$ cat config.mk
export PLATFORM = sky130hd
export DESIGN_NAME = uart_rx
export DESIGN_NICKNAME = d
export VERILOG_FILES = /design/src/rtl/uart_rx.sv
export SDC_FILE = /design/constraint.sdc
export NUM_CORES = 1
export LEC_CHECK = 0
export CAP_MARGIN = 20
export CORE_ASPECT_RATIO = 0.9
export CORE_MARGIN = 2
export CORE_UTILIZATION = 40
export CTS_BUF_LIST = sky130_fd_sc_hd__clkbuf_4
export CTS_CLUSTER_DIAMETER = 40
export DETAILED_ROUTE_END_ITERATION = 7
export GPL_ROUTABILITY_DRIVEN = 0
export GPL_TIMING_DRIVEN = 0
export PLACE_DENSITY = 0.63
export SLEW_MARGIN = 20
export SYNTH_ARGS = -nofsm -noshare
export SYNTH_HDL_FRONTEND = slang
export SYNTH_SLANG_ARGS = --single-unit
$ cat constraint.sdc
create_clock -name clk -period 4.3 [get_ports clk]
set_input_delay 0.86 -clock clk [delete_from_list [all_inputs] [get_ports clk]]
set_output_delay 0.86 -clock clk [all_outputs]
set_load 0.05 [all_outputs]
$ cat src/rtl/uart_rx.sv
// UART receiver with per-frame oversampling ratio, optional even/odd parity
// and a 3-sample majority vote in the middle of every bit.
// Status outputs are single-cycle pulses raised in the clock after the stop bit.
module uart_rx #(
    parameter int DATA_WIDTH = 8
) (
    input  logic                  clk,
    input  logic                  rst,
    input  logic                  RX_IN,
    input  logic [5:0]            Prescale,
    input  logic                  PAR_EN,
    input  logic                  PAR_TYP,
    output logic [DATA_WIDTH-1:0] P_DATA,
    output logic                  Data_Valid,
    output logic                  Par_Err,
    output logic                  Stp_Err
);

    localparam int BCW = (DATA_WIDTH > 1) ? $clog2(DATA_WIDTH) : 1;

    typedef enum logic [2:0] {
        IDLE,
        START,
        DATA,
        PARITY,
        STOP,
        OUT
    } state_e;

    state_e                state_q, state_d;
    logic [5:0]            edgeCnt_q, edgeCnt_d;
    logic [BCW-1:0]        bitCnt_q, bitCnt_d;
    logic [5:0]            presc_q, presc_d;
    logic                  parEn_q, parEn_d;
    logic                  parTyp_q, parTyp_d;
    logic [DATA_WIDTH-1:0] pData_q, pData_d;
    logic                  parFlag_q, parFlag_d;
    logic                  stpFlag_q, stpFlag_d;
    logic                  sample0_q, sample0_d;
    logic                  sample1_q, sample1_d;
    logic                  voted_q, voted_d;
    logic                  dataValid_q, dataValid_d;
    logic                  parErr_q, parErr_d;
    logic                  stpErr_q, stpErr_d;

    logic [5:0]            prescEff;
    logic [5:0]            half;
    logic                  lastEdge;
    logic                  voteEdge;
    logic                  vote;

    // Unsupported oversampling ratios fall back to 8 clocks per bit.
    always_comb begin
        prescEff = 6'd8;
        if (Prescale == 6'd8 || Prescale == 6'd16 || Prescale == 6'd32) begin
            prescEff = Prescale;
        end
    end

    assign half     = {1'b0, presc_q[5:1]};
    assign lastEdge = (edgeCnt_q == presc_q - 6'd1);
    assign voteEdge = (edgeCnt_q == half + 6'd1);
    assign vote     = (sample0_q & sample1_q) | (sample0_q & RX_IN) | (sample1_q & RX_IN);

    // Next-state logic: bit timing, sampling, payload assembly and flag/pulse generation.
    always_comb begin
        state_d     = state_q;
        edgeCnt_d   = edgeCnt_q;
        bitCnt_d    = bitCnt_q;
        presc_d     = presc_q;
        parEn_d     = parEn_q;
        parTyp_d    = parTyp_q;
        pData_d     = pData_q;
        parFlag_d   = parFlag_q;
        stpFlag_d   = stpFlag_q;
        sample0_d   = sample0_q;
        sample1_d   = sample1_q;
        voted_d     = voted_q;
        dataValid_d = 1'b0;
        parErr_d    = 1'b0;
        stpErr_d    = 1'b0;

        if (state_q == START || state_q == DATA || state_q == PARITY || state_q == STOP) begin
            edgeCnt_d = lastEdge ? 6'd0 : edgeCnt_q + 6'd1;
            if (edgeCnt_q == half - 6'd1) begin
                sample0_d = RX_IN;
            end
            if (edgeCnt_q == half) begin
                sample1_d = RX_IN;
            end
            if (voteEdge) begin
                voted_d = vote;
            end
        end

        case (state_q)
            IDLE, OUT: begin
                edgeCnt_d = 6'd0;
                state_d   = IDLE;
                if (!RX_IN) begin
                    state_d   = START;
                    bitCnt_d  = '0;
                    parFlag_d = 1'b0;
                    stpFlag_d = 1'b0;
                    presc_d   = prescEff;
                    parEn_d   = PAR_EN;
                    parTyp_d  = PAR_TYP;
                end
            end
            START: begin
                if (lastEdge) begin
                    state_d = voted_q ? IDLE : DATA;
                end
            end
            DATA: begin
                if (voteEdge) begin
                    pData_d[bitCnt_q] = vote;
                end
                if (lastEdge) begin
                    if (bitCnt_q == BCW'(DATA_WIDTH - 1)) begin
                        bitCnt_d = '0;
                        state_d  = parEn_q ? PARITY : STOP;
                    end else begin
                        bitCnt_d = bitCnt_q + BCW'(1);
                    end
                end
            end
            PARITY: begin
                if (voteEdge) begin
                    parFlag_d = vote ^ (^pData_q) ^ parTyp_q;
                end
                if (lastEdge) begin
                    state_d = STOP;
                end
            end
            STOP: begin
                if (voteEdge) begin
                    stpFlag_d = ~vote;
                end
                if (lastEdge) begin
                    state_d     = OUT;
                    dataValid_d = ~parFlag_q & ~stpFlag_q;
                    parErr_d    = parFlag_q;
                    stpErr_d    = stpFlag_q;
                end
            end
            default: begin
                state_d   = IDLE;
                edgeCnt_d = 6'd0;
            end
        endcase
    end

    // State register with synchronous active-low reset that aborts any frame in progress.
    always_ff @(posedge clk) begin
        if (!rst) begin
            state_q     <= IDLE;
            edgeCnt_q   <= 6'd0;
            bitCnt_q    <= '0;
            presc_q     <= 6'd8;
            parEn_q     <= 1'b0;
            parTyp_q    <= 1'b0;
            pData_q     <= '0;
            parFlag_q   <= 1'b0;
            stpFlag_q   <= 1'b0;
            sample0_q   <= 1'b1;
            sample1_q   <= 1'b1;
            voted_q     <= 1'b1;
            dataValid_q <= 1'b0;
            parErr_q    <= 1'b0;
            stpErr_q    <= 1'b0;
        end else begin
            state_q     <= state_d;
            edgeCnt_q   <= edgeCnt_d;
            bitCnt_q    <= bitCnt_d;
            presc_q     <= presc_d;
            parEn_q     <= parEn_d;
            parTyp_q    <= parTyp_d;
            pData_q     <= pData_d;
            parFlag_q   <= parFlag_d;
            stpFlag_q   <= stpFlag_d;
            sample0_q   <= sample0_d;
            sample1_q   <= sample1_d;
            voted_q     <= voted_d;
            dataValid_q <= dataValid_d;
            parErr_q    <= parErr_d;
            stpErr_q    <= stpErr_d;
        end
    end

    assign P_DATA     = pData_q;
    assign Data_Valid = dataValid_q;
    assign Par_Err    = parErr_q;
    assign Stp_Err    = stpErr_q;

endmodule

### Placed standard cells

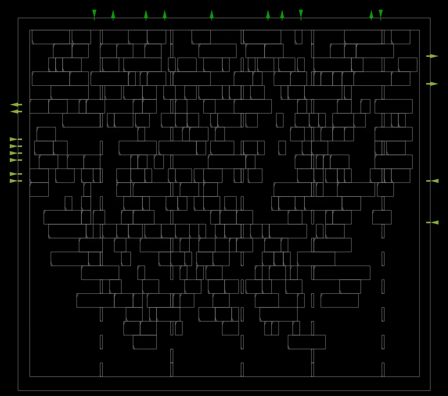
fraction of area in registers: 29.0%
core area: 5190 sq um
Final Non-Filler Cells: 341
final core utilization: 47.9%
Filler Cells Inserted: 537

### Wiring heat map

The die is cut into 16 by 15 equal tiles; dark blue is low, red is high, scaled to the fullest tile. Values are wire area over tile area, all layers added.
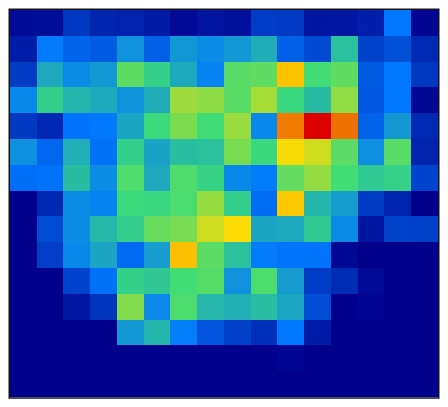
17% of the tiles are over half the peak. The emptiest ninth of the die: bottom right. The densest ninth of the die: middle. 25% of the tiles are nearly empty. The mean over all tiles is 0.12. The fullest tile reaches 0.46.

### Where the registers sit

Scale bar: 20 um. Other sequential cells in the stronger grey, the rest of the logic in the fainter grey.
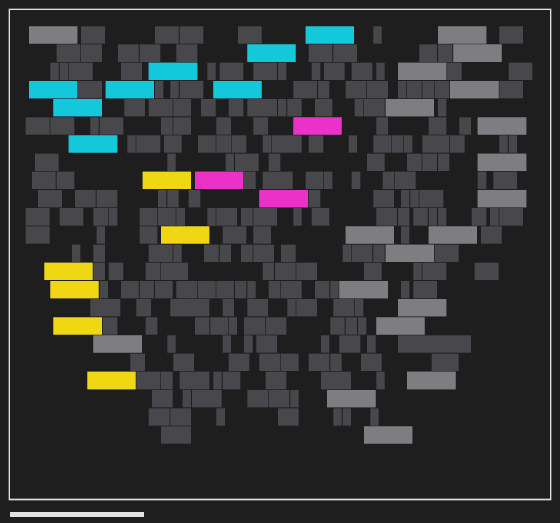
Key: yellow = presc_q [sequential cells 6, where left middle]; cyan = P_DATA [sequential cells 8]; magenta = bitCnt_q [sequential cells 3]

### Clock distribution

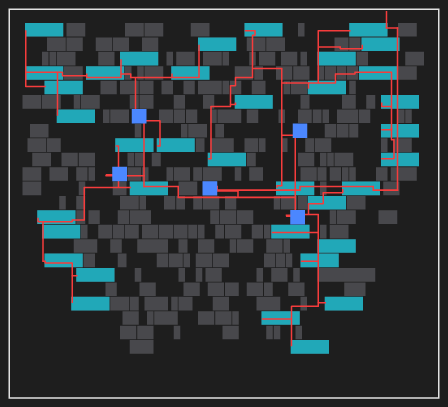
Key: red = clock wires [length 496 um]; blue = clock-net drivers [count 5]; cyan = flip-flops [count 36]
Position of the flops: widely spread. There are 6 routed clock nets.

### Cells by drive strength

Scale bar: 20 um.
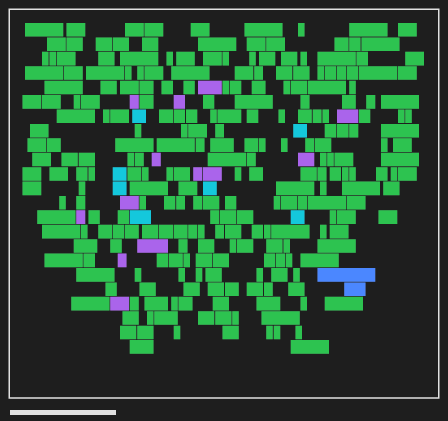
Key: purple = x2 [cells 13, most used buf_2]; blue = x6 and larger [cells 2]; cyan = x3 and x4 [cells 7, most used clkbuf_4]; green = x1 and smaller [cells 252, most used dfxtp_1]

==> cells in the mapped netlist, drive strengths merged, types with 5 or more instances <==
cell type	number
buf	5
inv	7
or3	5
ha	7
xnor2	21
nand2	20
o211ai	6
mux2i	14
nor2	21
clkbuf	13
nand3	11
nor4	7
and3	5
a21oi	8
xor2	14
dfxtp	36
==> sequential cells by signal (all words and copies together), names as in the netlist, 3 cells and up <==
name,count
P_DATA,8
bitCnt_q,3
edgeCnt_q,6
presc_q,6
state_q,3
==> worst register-to-register path, delay by kind of cell (launching register included) <==
family                   cells  cell delay (ns)
AND/OR/NAND/NOR              3             1.00
buffers and inverters        3             0.71
AND-OR/OR-AND                2             0.43
flip-flops                   1             0.34
adder cells (fa/ha/maj)      1             0.19
XOR/XNOR                     1             0.13
==> Changelog: implementation <==
### Implementation results

- Status: complete, no violations
- Synth area leaders: dfxtp_1, xnor2_1, mux2i_1, xor2_1, ha_1
- Placed Cells: ~330
- Final WS setup: 1.46 ns
- # DRC: 0
- Tool warnings: 28
- Warnings, synthesis: 0
- Post-Route WL: 4.46 mm
- Nonclk buf count: 38
- Gr ovfl total: 0
- Leading area contributor after synthesis: dfxtp_1
- Relative slew slack: 64.6%
- Pwr Total: 651 uW
- Endpoint, Worst Hold: Data_Valid
- Critical Path End: state_q[2]
- N_taps: 67
- Max VDD drop: between 0.1 and 0.15 mV
- CTS tree: done
- Non-clk invs: 8
- Leak Pwr: 0.970 nW
- Period Utilization, post-route: 66.1%
- Critical path type: register to register
- Multi-input gates: 184
- WP data arrival: approximately 3.1 ns
- Number of sequential cells: 36
- GRT Max-Usage Layer: met2
- Highest Signal Layer: met4
- Main flop type: dfxtp_1
- Top class by area: combinational gates
- Multiplexer share: 6.60%
- Top logic cells by instance count in the layout: dfxtp_1, xnor2_1, nor2_1, nand2_1, clkdlybuf4s50_1
- GRT met2 Usage: 24.4%
- Final Hold Vio Count: 0
- Register area: slightly above 700 sq um
- ClkCell Share: 3.22%
- # IOs: 22
- Largest fanout on the critical path: 10
- Seq share, synth: between 30% and 40%
- Worst-Margin Slew: 0.531 ns
- Vias per cell: 5.11
- First-pass GRT wire length: 7.51 mm
- Wl on met1: 2.40 mm
- Synth flops: 36
- Commonest Layout Cell: dfxtp_1
- Drt initial violations: between 70 and 80
- Critical Path Most Common Cell: clkbuf_1
- Setup TNS: 0 ns
- CTS max path bufs: 2
- # clock sinks: 36
- Worst R2R Path Depth: 10
- P_int: approximately 500 uW
- Critical-path top delay cell: or4_1
- Final antenna diode count: 0
- Die area: about 6000 sq um
- Crit path from: presc_q[2]
- Post-route minimum period: 2.84 ns
- Cell count after synthesis: roughly 250
- Nets: 291
- Clock-net power: around 240 uW
- Share of cells above drive strength 1: 8.03%
- Vias in the first global route: 1607
- Row count: 25
- DRT Pass-1 Iters: 5
- XOR-XNOR Cells, Area Fraction: 14.8%
- Crit path DRT: 4.60 ns
- Setup violators final: 0
- Post-Syn Nets: 264
- ANT nets after route: 0
- CP peak stage delay: 0.50 ns
- Top power group: sequential cells
- Chip height: 73.1 um
- # Cells Yosys: 246
- RSZ-0062 raised after global routing: false
- Number of enable flip-flop cells: 0
- Type of the most critical hold path: register to register
- Crit path buffers/inverters: 3
- Post-DP HPWL: roughly 3.3 mm
- Simple-gate area share of the yosys netlist: 24.8%
- CP endpoint kind: register
- Max Freq: 0.352 GHz
- Cell Chain, Critical Path: clkbuf_1, inv_1, ha_1, a21boi_0, nand2_1, xnor2_1, or4_1, clkbuf_1, or3_1, a21oi_1
- Sw frac: around 25%
- Crit path max-delay family: simple AND/OR/NAND/NOR gates
Power figures rest on the tool's default switching activity, not on a simulated workload.
